Fig. 1: run 1, cell classes on the final placement
Scale bar: 50 um. Fill, decap, tap and diode cells in gray.
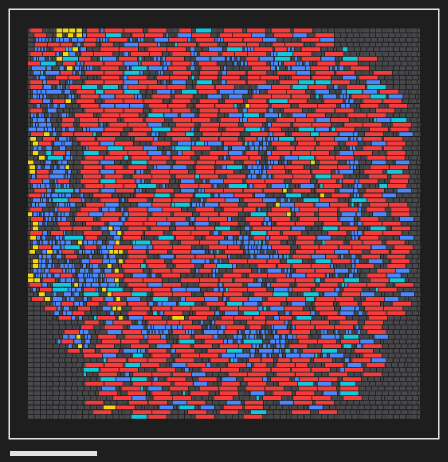
Fig. 2: run 1, local utilization
The die is cut into 25 by 25 equal tiles; white is low, dark blue is high, 0 to 100% covered.
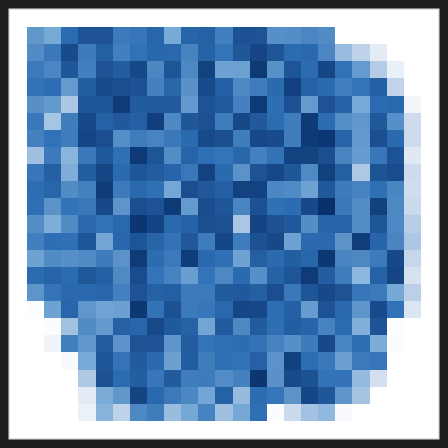
Fig. 3: run 1, signal wires on met4
Scale bar: 50 um. Supply wires on this layer in gray. Cells faint in the background.
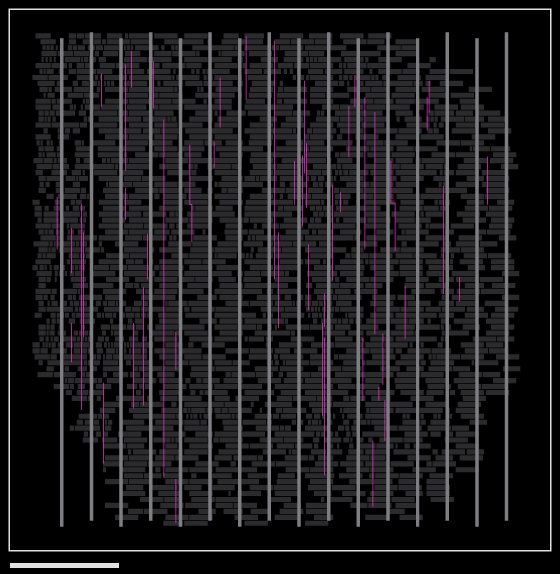
Design vhm_event_reporter, sky130hd; sources not shown.
==> summary.txt, run 1 <==
Implementation progress

The portion of total power attributed to the clock network stands at 35.9%. The post-synth count of flops with an enable pin is 656. The met2 track demand over resource in global routing stands at 35.59%. No sink is reached through more buffers than the 3 on the longest clock path. Per the post-place timing report, worst setup slack is 7.604 ns.

CTS saw 796 sinks. The layout buffer count excluding clock buffers stands at 63. The flow inserted 680 tap cells. Looking at the critical path, the single cell with the biggest stage delay is nor2_4. In this run the remaining antenna-violating nets after routing total 0. The floorplan die width stands at 247.1 um. In the synthesis report, Yosys lists the chip area as 0.03095 mm2.

The top-level I/O count stands at 35. The stage logs contain a warning count of 37. The multi-input combinational gate total stands at 813. For the final routed database, the setup TNS stands at 0 ns. The total power after layout stands at 6.232 mW.

The worst register-to-register path has a setup slack of 9.35 ns. The layer flagged by global routing as most heavily used is met2. The mean area per synthesized cell stands at 17.98 um2. The signal on the critical path passes through clkdlybuf4s50_1 > and4b_1 > nor4_1 > nand3_1 > nand4b_1 > nor2_4 > buf_4.

The clock network power reported by the tool is 2.24 mW. Yosys reported a register bit count of 796. The global-route wire length before repair stands at 102300 um. The registers of the reported paths see a clock transition of 0.06 ns. STA classifies the critical path endpoint as a flop. After the last flow step, the layout net total stands at 1805. In this run the static leakage power is 11.36 nW. The worst endpoint data arrival time stands at 5.49 ns.

The peak per-stage delay on the critical path stands at 1.04 ns. In this run switching power makes up 26.57% of total power. By area, flip-flops and latches come first. The filler cells instantiated in the layout total 3242. Cells with a size suffix above 1 make up 19.75% of the layout.

The number of violations of the max-capacitance limit stands at 0. The number of warnings printed during yosys synthesis stands at 0. The actual transition at the worst max-transition pin stands at 1.173 ns. Detailed-route iteration 0 reported a violation count of 1687. Setup violations remaining at the end of the flow were counted as 0.

In this run the top signal layer used is met4. The power in combinational cells stands at 1.16 mW. The quantity of hold-fixing buffers added after cts stands at 0. The net switching power of the design stands at 1.656 mW.

The count of clock buffers in the final design stands at 98. The number of buffers and inverters on the critical path is 2. Per the placement report, the placed cell count is 2365. The worst path uses 38.69% of the clock period. In the final run the clock tree shows a worst skew of 0.02821 ns. Counting the inverters off the clock network in the layout gives 13. The share of the synthesized area in the top cell type stands at 63.66%.

In the synthesized netlist the dominant register cell turns out to be edfxtp_1. The run finished with clean final reports. The setup path with the least slack is of type in2reg. The final-layout worst hold slack stands at 0.4569 ns.

Among all cell types in the netlist, the one instantiated most often is edfxtp_1. The power of the sequential group stands at 2.83 mW. The full die area stands at 0.06106 mm2. After legalization and detailed placement, the total HPWL measured 34680 um.

The STA report counts the stages on the worst setup path as 7. Looking at the post-CTS report, the setup buffer insertion count equals 0. The number of different library cells used by synthesis comes to 71. According to the hold report, the worst path is of the reg2reg type. The power per cell area stands at 179.6 mW/mm2. Per the CTS log, the root buffer master is clkbuf_16. The final worst-path setup slack stands at 8.228 ns.

STA classifies the critical path startpoint as a primary input. The number of iterations in the first detailed-routing pass stands at 5. The count of non-filler cells in the finished layout stands at 2508.

The internal power summed over all cells stands at 4.576 mW. The combined global-route utilization of all metal layers stands at 22.20%. The critical path required time stands at 13.72 ns. met1 track demand over resource after global routing is 30.18%. The maximum ir drop on the vdd rail stands at 211.3 uV.
Back to the opening pictures, Fig. 1:
cyan -> clock drivers and dummy loads  # cells 143
yellow -> remaining buffers and delay cells  # cells 63
red -> registers  # cells 796
blue -> remaining logic cells  # cells 826
number of placement rows: 83
placeable core region: 0.05120 mm2
Final Cell Area: 0.03470 mm2

Back to the opening pictures, Fig. 2:
mean over tiles = 55%
tiles over 75% full = 38%
fullest tile = 100%
densest ninth of the die = center
nearly empty tiles = 22%
initial cell density of the core: 60.44%
end-of-flow core utilization: 67.79%

Back to the opening pictures, Fig. 3:
wire length on this layer = 1740 um
nets with wire on the layer = 31
share of all routed wire = 2.6%
WL final: 66040 um
count of vias placed by the detailed router: 16180

-- run 1: placed cells by master, fill, tap and decap left out, drive strengths merged, types with 12 or more instances in the layout --
cell type / n
dfxtp: 140
nand2b: 18
ha: 18
and3: 12
o21ai: 48
clkinv: 27
inv: 17
clkbuf: 98
mux4: 166
nand4: 20
nand2: 60
a21oi: 125
a22oi: 82
and2: 28
clkdlybuf4s50: 33
nor2: 39
edfxtp: 656
buf: 30
xnor2: 29
nand3: 25
-- run 1: cell families after synthesis --
logic type / synth area share, %
AND/OR/NAND/NOR: 4.989
AND-OR/OR-AND: 6.570
XOR/XNOR: 0.9583
adder cells (fa/ha/maj): 0.7278
flip-flops: 72.71
multiplexers: 12.34
buffers and inverters: 1.698
Fig. 4: run 1, congestion heat map
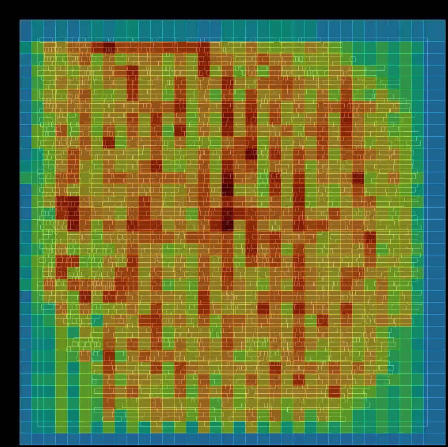

==> inputs of run 2 (changes only) <==
--- a/config.mk
+++ b/config.mk
@@ -6,9 +6,9 @@
 export NUM_CORES = 1
 export LEC_CHECK = 0
 export CORE_MARGIN = 10
-export CORE_UTILIZATION = 60
+export CORE_UTILIZATION = 56
 export DETAILED_ROUTE_END_ITERATION = 10
-export PLACE_DENSITY = 0.73
+export PLACE_DENSITY = 0.71
 export SYNTH_ARGS = -nofsm -noshare
 export SYNTH_HDL_FRONTEND = slang
 export SYNTH_SLANG_ARGS = --single-unit
==> constraint.sdc (replaced) <==
create_clock -name clk -period 4.77 [get_ports clk]
set_input_delay 0.477 -clock clk [delete_from_list [all_inputs] [get_ports clk]]
set_output_delay 0.477 -clock clk [all_outputs]
set_load 0.02 [all_outputs]
Fig. 5: run 2, congestion heat map
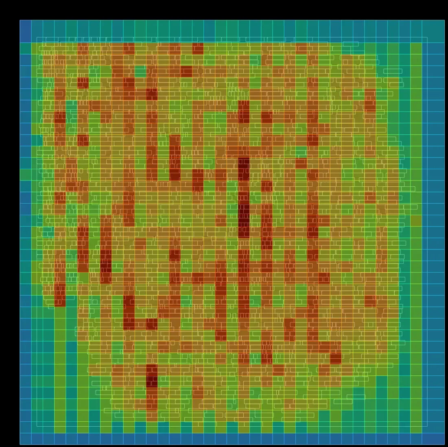
GR Layer Usage met3: 3.289%
layer with the highest usage after global routing: met2

==> run 2 against run 1 <==
  * Critical path depth down 3
  * Combinational power rose to 2.8 times the previous value
  * Sequential power went up to 2.8 times the previous value
  * Total power increased to 2.8 times the previous value
  * Utilization fell by 4.0 points
  * Hold slack got worse by 0.18 ns
  * Critical endpoint is now busy
  * Largest cell class unchanged
==> summary.txt, run 2 <==
Implementation progress

The final design instance area without fill is 0.03498 mm2 (+0.79%). The internal power summed over all cells was 12.83 mW (+180%). The net switching power of the design was 4.554 mW (+180%).

The full die area stands at 0.06506 mm2 (+6.6%). The worst setup path is launched from a flop. The final-layout worst hold slack came to 0.2796 ns (-0.1773 ns). The share of the synthesized area in the top cell type was 63.66% (unchanged).

The number of buffers inserted by port buffering stands at 34. The number of warnings printed during yosys synthesis is 0 (unchanged). TritonCTS built the clock tree. For reference, the most critical setup path is categorized as reg2out. The number of synthesized flops with an enable pin came to 656 (unchanged).

The routed design shows a via density per instance of 6.317. The chip area estimate from yosys synthesis stands at 0.03095 mm2 (unchanged). Setup repair after global routing left no endpoint under its margin.

Clock tree synthesis selected as its root buffer the cell clkbuf_16. In the layout the commonest cells are edfxtp_1, mux4_2, dfxtp_1, a21oi_1, a22oi_1. The number of failing setup endpoints in the final timing report stands at 0 (unchanged). The actual transition at the worst max-transition pin was 1.035 ns (-0.1380 ns). The proportion of total power due to net switching came to 26.20% (-0.37 points). Grouping non-sequential cells by family puts the most area in multiplexers. The setup skew after layout was 0.02663 ns (-0.001583 ns). The final timing summary puts the cycle share of the worst path at 74.96%. The register-to-register path setup slack came to 1.73 ns (-7.62 ns).

The share of the synthesized netlist area taken by xor and xnor gates stands at 0.9582% (unchanged). The maximum root-to-sink buffer count came to 3 (unchanged). The power of the sequential group was 7.97 mW (+180%). The net count reported at finish stands at 1820 (+0.83%). The clock sink count stands at 796 (unchanged). The combined global-route utilization of all metal layers stands at 20.25% (-2.0 points). The count of standard-cell rows stands at 86 (+3.6%). The worst setup path is captured at an output port. In the final layout, the multi-input gates occupy 0.008071 mm2. The area fraction in mux cells is 12.34% (unchanged). The worst setup slack after placement stands at 0.8346 ns (-6.769 ns). The total negative slack for setup checks was 0 ns (unchanged). The synthesized flop and latch total stands at 796 (unchanged). The power in combinational cells was 3.22 mW (+180%). The most common logic cell in the final layout is edfxtp_1.

The most common cell in the synthesized netlist is edfxtp_1. The power per cell area was 496.9 mW/mm2 (+180%). The placeable core region stands at 0.05488 mm2 (+7.2%).

The quantity of hold-fixing buffers added after cts stands at 0 (unchanged). The routed wire length was 64090 um (-3.0%). In this run the worst hold path is classified as in2reg. The number of violations of the max-capacitance limit stands at 0 (unchanged). The floorplan die width stands at 255.1 um (+3.2%). The total power after layout stands at 17.38 mW (+180%). The starting utilization of the core area stands at 56.39% (-4.1 points). After detailed placement, the total cell area comes to 0.03238 mm2. The post-CTS setup repair buffer count came to 0 (unchanged).

Looking at the group totals, the largest power group turns out to be sequential cells. The critical path required time came to 4.29 ns (-9.43 ns). The clock-net power stands at 6.19 mW (+180%). The AND-OR/OR-AND share of the synthesized area came to 6.570% (unchanged).

The sequential fraction of the synthesis area stands at 72.71%. The worst endpoint data arrival time was 3.10 ns (-2.39 ns). The fraction of layout cells with a size suffix above 1 was 20.18% (+0.44 points). The half-perimeter wire length after detailed placement stands at 36630 um (+5.6%). The mean area per synthesized cell is 17.98 um2 (unchanged).

The initial antenna violation count stands at 0. The portion of total power attributed to combinational logic stands at 18.5%. Post-synth the commonest register cell is edfxtp_1. The filler cell count stands at 3742 (+15%). The flow ran to the end, and the final reports show no timing, DRC or antenna violations. The post-synthesis cell type count stands at 71 (unchanged). The share of synthesized cell area in full adder, half adder and majority cells stands at 0.7278% (unchanged). The final worst-path setup slack stands at 1.195 ns (-7.033 ns). The path depth of the worst reg2reg path stands at 7. The maximum ir drop on the vdd rail stands at 546.4 uV (+160%). The skew report gives the latency at the later pin of the worst-skew pair as 0.62 ns. The vertical die dimension reported for this design is 255.1 um. The violation count after the first detailed-route iteration stands at 1643 (-2.6%).

The antenna violation net count after detailed routing came to 0 (unchanged). The remaining global-route overflow stands at 0. The global-route wire length before repair came to 99890 um (-2.4%). The portion of total power attributed to the clock network came to 35.6% (-0.3 points). The static power due to leakage is 11.47 nW (+0.96%). The top-level I/O count stands at 35 (unchanged). The share of the core filled with cells in the final layout stands at 63.74% (-4.0 points). By count the netlist is led by edfxtp_1, mux4_2, dfxtp_1. The number of warnings the tools reported stands at 36 (-2.7%).

The count of non-filler cells in the finished layout stands at 2547 (+1.6%). The simple-gate share of the synthesized area stands at 4.989% (unchanged). The number of iterations in the first detailed-routing pass was 6 (+1). The number of buffers inserted during clock tree synthesis stands at 77. The register clock-pin slew on the reported worst setup and hold paths stands at 0.06 ns (about the same). The number of placed cells counting well taps stands at 2404 (+1.6%).
Fig. 6: run 2, met1 routing
Supply wires on this layer in gray.
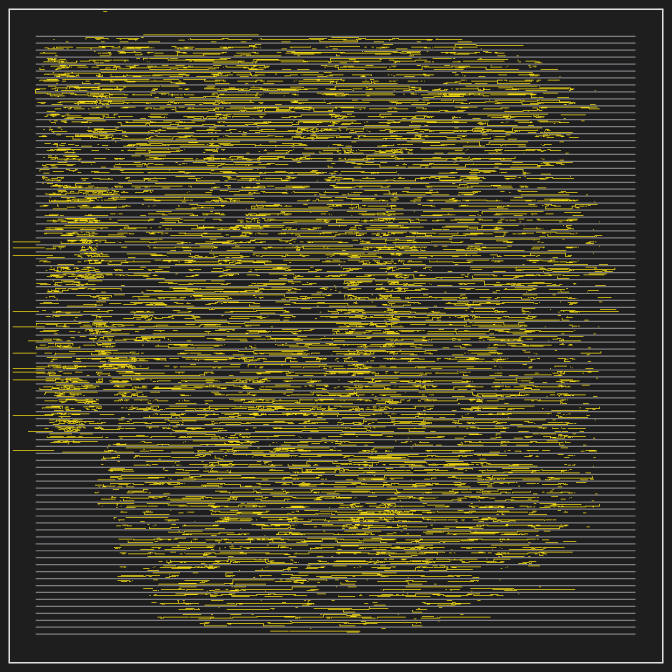
share of all routed wire = 42%
wire length on this layer = 27.1 mm
Global Route met1 Usage: 27.85%
count of vias placed by the detailed router: 16090

[run 2: cell counts after synthesis]
Identical to the previous run, type by type.
[run 2: layer usage]
metal	vias up	part of all wire, %	track usage (%)
li1	7090	-	-
met1	8333	42	27.85
met2	580	49	33.02
met3	87	6.4	3.289
met4	0	2.1	6.256
met5	-	0	0
[run 2: worst max-delay path, cell delays in order, from the launching register on]
cell,delay [ns]
dfxtp_1,0.62
xnor2_1,0.21
nand4_1,0.54
or3_1,0.56
clkdlybuf4s50_1,0.55
[run 2: area by class of cell]
class	count	area share, %
inverters	13	0.1395
well taps	704	2.518
clock buffers	101	6.206
clock inverters	42	1.230
repair buffers	78	2.482
multi-input cells	813	23.07
flip-flops and latches	796	64.35
Power figures rest on the tool's default switching activity, not on a simulated workload.
